<file path="src/rtl/mfu_mac_if.sv">
// Beat/result bus of the precision-scalable MAC. The source drives the beat
// fields; the MAC drives the lane sum and the per-frame result.
interface mfu_mac_if #(
  parameter int unsigned DATA_W = 8,
  parameter int unsigned ACC_W  = 32
);
  logic                  in_valid;
  logic [DATA_W-1:0]     a;
  logic [DATA_W-1:0]     b;
  logic [1:0]            mode;
  logic                  first;
  logic                  last;
  logic [2*DATA_W-1:0]   p;
  logic                  out_valid;
  logic [ACC_W-1:0]      out_acc;
  logic                  sat;

  modport master (
    output in_valid, a, b, mode, first, last,
    input  p, out_valid, out_acc, sat
  );

  modport slave (
    input  in_valid, a, b, mode, first, last,
    output p, out_valid, out_acc, sat
  );
endinterface

</file>
<file path="src/rtl/mfu_mac.sv">
// Precision-scalable signed MAC: per beat, a dot product over 1/2/4 signed
// sub-word lanes, accumulated across a first..last frame, with an optional
// saturating accumulator and a sticky overflow flag.
module mfu_mac #(
  parameter int unsigned DATA_W   = 8,
  parameter int unsigned ACC_W    = 32,
  parameter bit          SATURATE = 1'b1
) (
  input  logic    clk,
  input  logic    nrst,
  mfu_mac_if.slave bus
);

  localparam int unsigned PW = 2 * DATA_W;
  localparam int unsigned HW = DATA_W / 2;
  localparam int unsigned QW = DATA_W / 4;
  localparam int unsigned SW = ACC_W + 1;

  logic                     s1_valid;
  logic [DATA_W-1:0]        s1_a;
  logic [DATA_W-1:0]        s1_b;
  logic [1:0]               s1_mode;
  logic                     s1_first;
  logic                     s1_last;

  logic signed [PW-1:0]     lane_sum;
  logic signed [PW-1:0]     la;
  logic signed [PW-1:0]     lb;
  logic signed [ACC_W-1:0]  p_ext;
  logic signed [SW-1:0]     sum_wide;
  logic                     ovf;
  logic signed [ACC_W-1:0]  acc_next;
  logic                     sat_next;

  logic [PW-1:0]            p_q;
  logic signed [ACC_W-1:0]  acc_q;
  logic                     sat_q;
  logic                     out_valid_q;
  logic [ACC_W-1:0]         out_acc_q;

  // S1: capture the beat; sideband holds across bubbles
  always_ff @(posedge clk or negedge nrst) begin
    if (!nrst) begin
      s1_valid <= 1'b0;
      s1_a     <= '0;
      s1_b     <= '0;
      s1_mode  <= '0;
      s1_first <= 1'b0;
      s1_last  <= 1'b0;
    end else begin
      s1_valid <= bus.in_valid;
      if (bus.in_valid) begin
        s1_a     <= bus.a;
        s1_b     <= bus.b;
        s1_mode  <= bus.mode;
        s1_first <= bus.first;
        s1_last  <= bus.last;
      end
    end
  end

  // Lane products, sign-extended to the full product width and summed
  always_comb begin
    lane_sum = '0;
    la       = '0;
    lb       = '0;
    case (s1_mode)
      2'b00: begin
        la       = PW'($signed(s1_a));
        lb       = PW'($signed(s1_b));
        lane_sum = la * lb;
      end
      2'b01: begin
        for (int i = 0; i < 2; i++) begin
          la       = PW'($signed(s1_a[i*HW +: HW]));
          lb       = PW'($signed(s1_b[i*HW +: HW]));
          lane_sum = lane_sum + la * lb;
        end
      end
      2'b10: begin
        for (int i = 0; i < 4; i++) begin
          la       = PW'($signed(s1_a[i*QW +: QW]));
          lb       = PW'($signed(s1_b[i*QW +: QW]));
          lane_sum = lane_sum + la * lb;
        end
      end
      default: lane_sum = '0;
    endcase
  end

  // Accumulate with one guard bit; overflow when the guard and sign disagree
  always_comb begin
    p_ext    = ACC_W'(lane_sum);
    sum_wide = SW'(acc_q) + SW'(p_ext);
    ovf      = sum_wide[ACC_W] ^ sum_wide[ACC_W-1];
    acc_next = sum_wide[ACC_W-1:0];
    sat_next = sat_q | ovf;
    if (ovf && SATURATE) begin
      acc_next = sum_wide[ACC_W] ? {1'b1, {(ACC_W-1){1'b0}}}
                                 : {1'b0, {(ACC_W-1){1'b1}}};
    end
    if (s1_first) begin
      acc_next = p_ext;
      sat_next = 1'b0;
    end
  end

  // S2: update lane sum, accumulator, sticky flag and the frame result
  always_ff @(posedge clk or negedge nrst) begin
    if (!nrst) begin
      p_q         <= '0;
      acc_q       <= '0;
      sat_q       <= 1'b0;
      out_valid_q <= 1'b0;
      out_acc_q   <= '0;
    end else begin
      out_valid_q <= s1_valid & s1_last;
      if (s1_valid) begin
        p_q   <= lane_sum;
        acc_q <= acc_next;
        sat_q <= sat_next;
        if (s1_last) begin
          out_acc_q <= acc_next;
        end
      end
    end
  end

  assign bus.p         = p_q;
  assign bus.out_valid = out_valid_q;
  assign bus.out_acc   = out_acc_q;
  assign bus.sat       = sat_q;

endmodule
</file>
<file path="src/flat_wrapper.sv">
// flat-port wrapper written by rule: the top's interface ports become plain ports
module mfu_mac_flat 
#(
  parameter int unsigned DATA_W   = 8,
  parameter int unsigned ACC_W    = 32,
  parameter bit          SATURATE = 1'b1
)
  (clk, nrst, bus_in_valid, bus_a, bus_b, bus_mode, bus_first, bus_last, bus_p, bus_out_valid, bus_out_acc, bus_sat);
  mfu_mac_if #(.DATA_W(DATA_W), .ACC_W(ACC_W)) bus_i ();
  input  logic clk;
  input  logic nrst;
  input wire logic [$bits(bus_i.in_valid)-1:0] bus_in_valid;
  input wire logic [$bits(bus_i.a)-1:0] bus_a;
  input wire logic [$bits(bus_i.b)-1:0] bus_b;
  input wire logic [$bits(bus_i.mode)-1:0] bus_mode;
  input wire logic [$bits(bus_i.first)-1:0] bus_first;
  input wire logic [$bits(bus_i.last)-1:0] bus_last;
  output wire logic [$bits(bus_i.p)-1:0] bus_p;
  output wire logic [$bits(bus_i.out_valid)-1:0] bus_out_valid;
  output wire logic [$bits(bus_i.out_acc)-1:0] bus_out_acc;
  output wire logic [$bits(bus_i.sat)-1:0] bus_sat;
  assign bus_i.in_valid = bus_in_valid;
  assign bus_i.a = bus_a;
  assign bus_i.b = bus_b;
  assign bus_i.mode = bus_mode;
  assign bus_i.first = bus_first;
  assign bus_i.last = bus_last;
  assign bus_p = bus_i.p;
  assign bus_out_valid = bus_i.out_valid;
  assign bus_out_acc = bus_i.out_acc;
  assign bus_sat = bus_i.sat;
  mfu_mac #(.DATA_W(DATA_W), .ACC_W(ACC_W), .SATURATE(SATURATE)) u_core (.clk(clk), .nrst(nrst), .bus(bus_i));
endmodule
</file>
<file path="config.mk">
export PLATFORM = sky130hd
export DESIGN_NAME = mfu_mac_flat
export DESIGN_NICKNAME = d
export VERILOG_FILES = /design/src/rtl/mfu_mac_if.sv /design/src/rtl/mfu_mac.sv /design/src/flat_wrapper.sv
export SDC_FILE = /design/constraint.sdc
export NUM_CORES = 1
export LEC_CHECK = 0
export CORE_ASPECT_RATIO = 1.5
export CORE_MARGIN = 1.5
export CORE_UTILIZATION = 42
export DETAILED_ROUTE_END_ITERATION = 8
export SLEW_MARGIN = 15
export SYNTH_ARGS = -nofsm -noshare
export SYNTH_HDL_FRONTEND = slang
export SYNTH_SLANG_ARGS = --single-unit
</file>
<file path="constraint.sdc">
create_clock -name clk -period 14.43 [get_ports clk]
set_input_delay 1.443 -clock clk [delete_from_list [all_inputs] [get_ports clk]]
set_output_delay 1.443 -clock clk [all_outputs]
set_load 0.005 [all_outputs]
</file>
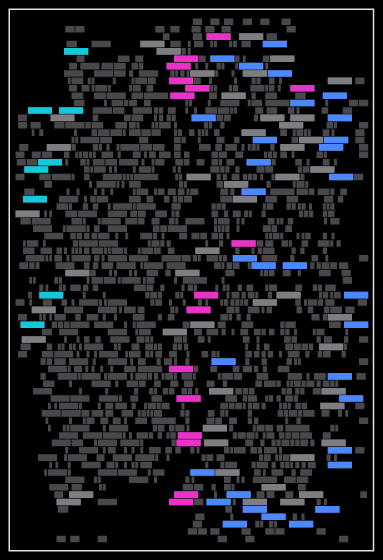
(run_1/flops_by_reg.png)
Other sequential cells in the stronger grey, the rest of the logic in the fainter grey.
| signal | colour | sequential cells |
|---|---|---|
| `u_core.bus.p` | magenta | 16 |
| `u_core.bus.out_acc` | blue | 32 |
| `u_core.s1_b` | cyan | 8 |
Seq. cell area: 0.00258 sq mm
sequential share of cell area: 21.4%
Final Util: 47.8%

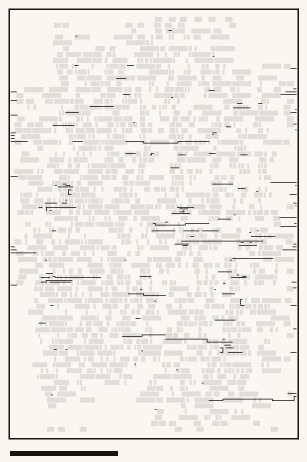
(run_1/layer_met3.png)
Bar = 50 um. Cells faint in the background.
share of all routed wire: 2.3%
main direction: horizontal
Detailed Route WL: 30.2 mm
via count: 8,713
met3 usage: 2.52%

==> results.toml, run 1 <==
# implementation run metrics
[layout]
layout-drive-gt1-share_pct = 5.06
nets = 1475
clk_share_pct = 2.40
n_all_buffers = 81
lay_top_cells = "inv_1 (170), nand2_1 (111), ha_1 (103), dfrtp_1 (103), a21oi_1 (90)"
final_cells = 1593
flops = 103
buffer_area_share_pct = 6.54
non_clock_inverter_count = 170
antenna_cells = 0
lay_top_count = "inv_1"
design_area_sq_mm = 0.0120
nMultiInputCombCells = 895
nClkBuffers = 10
dominant_cells = "combinational gates"
comb_share_pct = 60.9
logic_area_sq_mm = 0.00732

[placement]
postPlaceCellArea_sq_mm = 0.0117
placed_cells = 1577
gp_congestion = 0.975
dp_hpwl_mm = 24.8
place_ws_ns = 5.72

[synthesis]
top_cells_by_area = "dfrtp_1 (24%), fa_1 (17%), ha_1 (12%), inv_1 (5.9%), a21oi_1 (4.2%)"
yosys_warnings = 0
logic_family = "adder cells"
mux_share_pct = 3.15
synth_cell_types = 68
yosys_cells = 1216
edf_count = 0
aoi_share_pct = 18.7
ff_type = "dfrtp_1"
seq_area_frac_synth_pct = 24.0
ys_area_sq_mm = 0.0107
async_reset_ff_share_pct = 100
top_area_share_pct = 24.0
synth.most_common_cell = "inv_1"
syn_area_per_cell_sq_um = 8.83
synth-xor-area-share_pct = 4.57
yosys-top-cells-count = "inv_1 (170), nand2_1 (111), dfrtp_1 (103), ha_1 (103), a21oi_1 (90)"
syn_nets = 1431
synth_adder_area_share_pct = 28.7
netlist_instances = 1216
ys.flops = 103
simple_gate_area_share_pct = 13.1

[sta]
finalWorstSetupSlack_ns = 5.73
fin_crit_sh_pct = 60.3
hold_ws_ns = 0.483
rsz0062_at_grt = "no"
hold_viol = 0
slew_headroom_pct = 34.0
worst_slew_pin_slew_ns = 0.983
slew_viol_final = 0
period_minus_slack_ns = 8.70
fin_setup_tns_ns = 0
setup_viol = 0
fmax_ghz = 0.115

[worst_setup_path]
criticalPathCategory = "flip-flop to flip-flop"
critPathMostFrequentCell = "fa_1"
start_kind = "flip-flop"
cp_top_family = "adder cells"
reg2reg_slack_ns = 5.73
cpMaxStageDelayCell = "nand2_1"
worstPathArrival_ns = 8.99
endpoint = "u_core.bus.out_acc[30]"
crit_buf_inv = 3
critPathMaxFanout = 18
rr_startpoint = "u_core.s1_a[4]"
end_kind = "flip-flop"
cp.depth = 25
rr_worst_depth = 25
cp.required_ns = 14.72

[hold_path]
hold_path_depth = 2
hold_end = "u_core.bus.out_acc[23]"
hp-class = "flip-flop to flip-flop"
hold_start = "u_core.bus.out_acc[23]"

[route]
met2_wirelength_mm = 16.9
wl_met1_mm = 11.1
wl_per_cell_um = 19.0
first_iter_violations = 395
drc = 0
top_layer_used = "met4"
met3_length_um = 700
ant_nets = 0
drt-pass1-iter-count = 5
vias_per_cell = 5.47

[grt]
gr-max-usage-layer = "met2"
grt.met1_usage_pct = 24.5
grt_antenna_before_repair = 0
grt_max_degree = 58
grt_pass1_vias = 9125
grt_pass1_wl_mm = 48.4
grt-ovfl-total = 0
groute.usage.overall_pct = 23.9

[die]
die_y_um = 199
die_area_sq_mm = 0.0266
fp_util_pct = 42.7
die_w_um = 134
ios = 73
core_area_sq_mm = 0.0251

[clock_network]
root_buffer = "clkbuf_16"
path_clk_slew_ns = 0.08
htree_levels = 3
hold_buffers = 0
clockBufferDepth = 2
ctsResizeCount = 0
clkLatencyLatePin_ns = 0.38
numClockSinks = 103
post_cts_buffers = 0
cts_tree = "done"
cts_made_buffers = 9

[run]
warnings = 30
cap_violations = 0

[outcome]
outcome = "completed"
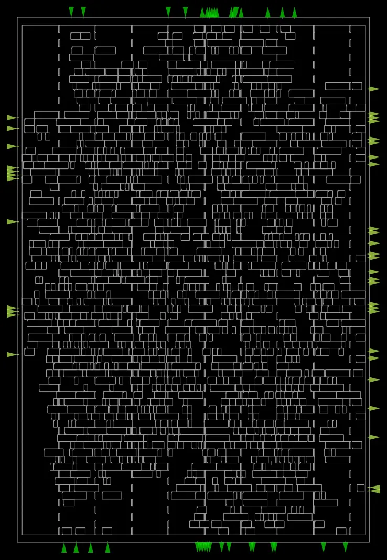
(run_1/placement.png)
TAP cells: 328
# rows: 71
Fill cells: 2,479

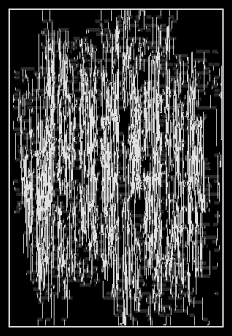
(run_1/layer_met2.png)
Cells faint in the background.
longest straight run: 71.1 um
main direction: vertical
nets with wire on the layer: 1,257
wire length on this layer: 16,900 um
GR Layer Usage met2: 47.0%

==> run 2: changes to the inputs <==
==> constraint.sdc (replaced) <==
create_clock -name clk -period 7.3 [get_ports clk]
set_input_delay 0.73 -clock clk [delete_from_list [all_inputs] [get_ports clk]]
set_output_delay 0.73 -clock clk [all_outputs]
set_load 0.005 [all_outputs]
==> run 2 against run 1 <==
  * Routed wire length rose by 2.5%
  * Final area grew 9.3%
  * Synthesized area did not move
  * Clock skew fell by 0.0022 ns
  * First-iteration DRC count increased by 9.9%
  * Via count is 5.0% higher
  * Die area unchanged
  * Worst setup slack worse by 5.5 ns
  * Global-route usage grew 0.23 points
==> results.toml, run 2 <==
# implementation run metrics
[synthesis]
yosys_cells = 1216
top_area_share_pct = 24.0
seq_area_frac_synth_pct = 24.0
logic_family = "adder cells"
yosys_warnings = 0
synth_adder_area_share_pct = 28.7
top_cells_by_area = "dfrtp_1 (24%), fa_1 (17%), ha_1 (12%), inv_1 (5.9%), a21oi_1 (4.2%)"
syn_nets = 1431
yosys-top-cells-count = "inv_1 (170), nand2_1 (111), dfrtp_1 (103), ha_1 (103), a21oi_1 (90)"
edf_count = 0
synth_cell_types = 68
simple_gate_area_share_pct = 13.1
netlist_instances = 1216
ff_type = "dfrtp_1"
mux_share_pct = 3.15

[layout]
antenna_cells = 0
clk_share_pct = 2.09
layout-drive-gt1-share_pct = 17.0
logic_area_sq_mm = 0.00761
nets = 1578
lay_top_count = "inv_1"
non_clock_inverter_count = 170
buffer_area_share_pct = 12.3
comb_share_pct = 58.0
nClkBuffers = 11
final_util_pct = 52.2
final_cells = 1695

[route]
wl_per_cell_um = 18.3
ant_nets = 0
drt-pass1-iter-count = 7
totalWireLength_mm = 30.9
wl_met1_mm = 11.4
vias_per_cell = 5.40
met3_length_um = 711

[clock_network]
hold_buffers = 0
root_buffer = "clkbuf_16"
post_cts_buffers = 1
path_clk_slew_ns = 0.07
numClockSinks = 103
clockBufferDepth = 2
cts_made_buffers = 9
cts_tree = "done"

[sta]
setup_viol = 0
finalWorstSetupSlack_ns = 0.198
worst_slew_pin_slew_ns = 1.08
fin_setup_tns_ns = 0
hold_viol = 0
fin_crit_sh_pct = 97.3

[die]
die_y_um = 199
fp_util_pct = 42.7
die_w_um = 134
die_area_sq_mm = 0.0266
ios = 73

[placement]
place_ws_ns = -0.0471

[worst_setup_path]
cp_top_family = "adder cells"
cpMaxStageDelayCell = "fa_1"
critPathMaxFanout = 17
reg2reg_slack_ns = 0.20
criticalPathCategory = "flip-flop to flip-flop"
crit_buf_inv = 6
start_kind = "flip-flop"
worstPathArrival_ns = 7.34
rr_startpoint = "u_core.s1_b[1]"
rr_worst_depth = 27

[grt]
grt_antenna_before_repair = 0
grt_pass1_wl_mm = 49.5
grt_max_degree = 71
groute.usage.overall_pct = 24.1

[outcome]
outcome = "completed"

[run]
warnings = 31

[hold_path]
hp-class = "input port to async pin"
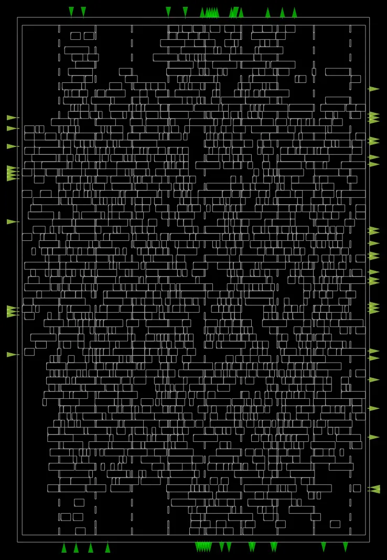
(run_2/placement.png)
Core Footprint: 0.0251 sq mm
sequential share of cell area: 19.7%
num sequential: 103

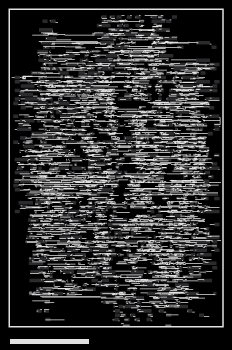
(run_2/layer_met1.png)
Bar = 50 um. Cells faint in the background.
nets with wire on the layer: 1,481
wire length on this layer: 11,400 um
share of all routed wire: 37%
via count: 9,149
GR Layer Usage met1: 24.3%

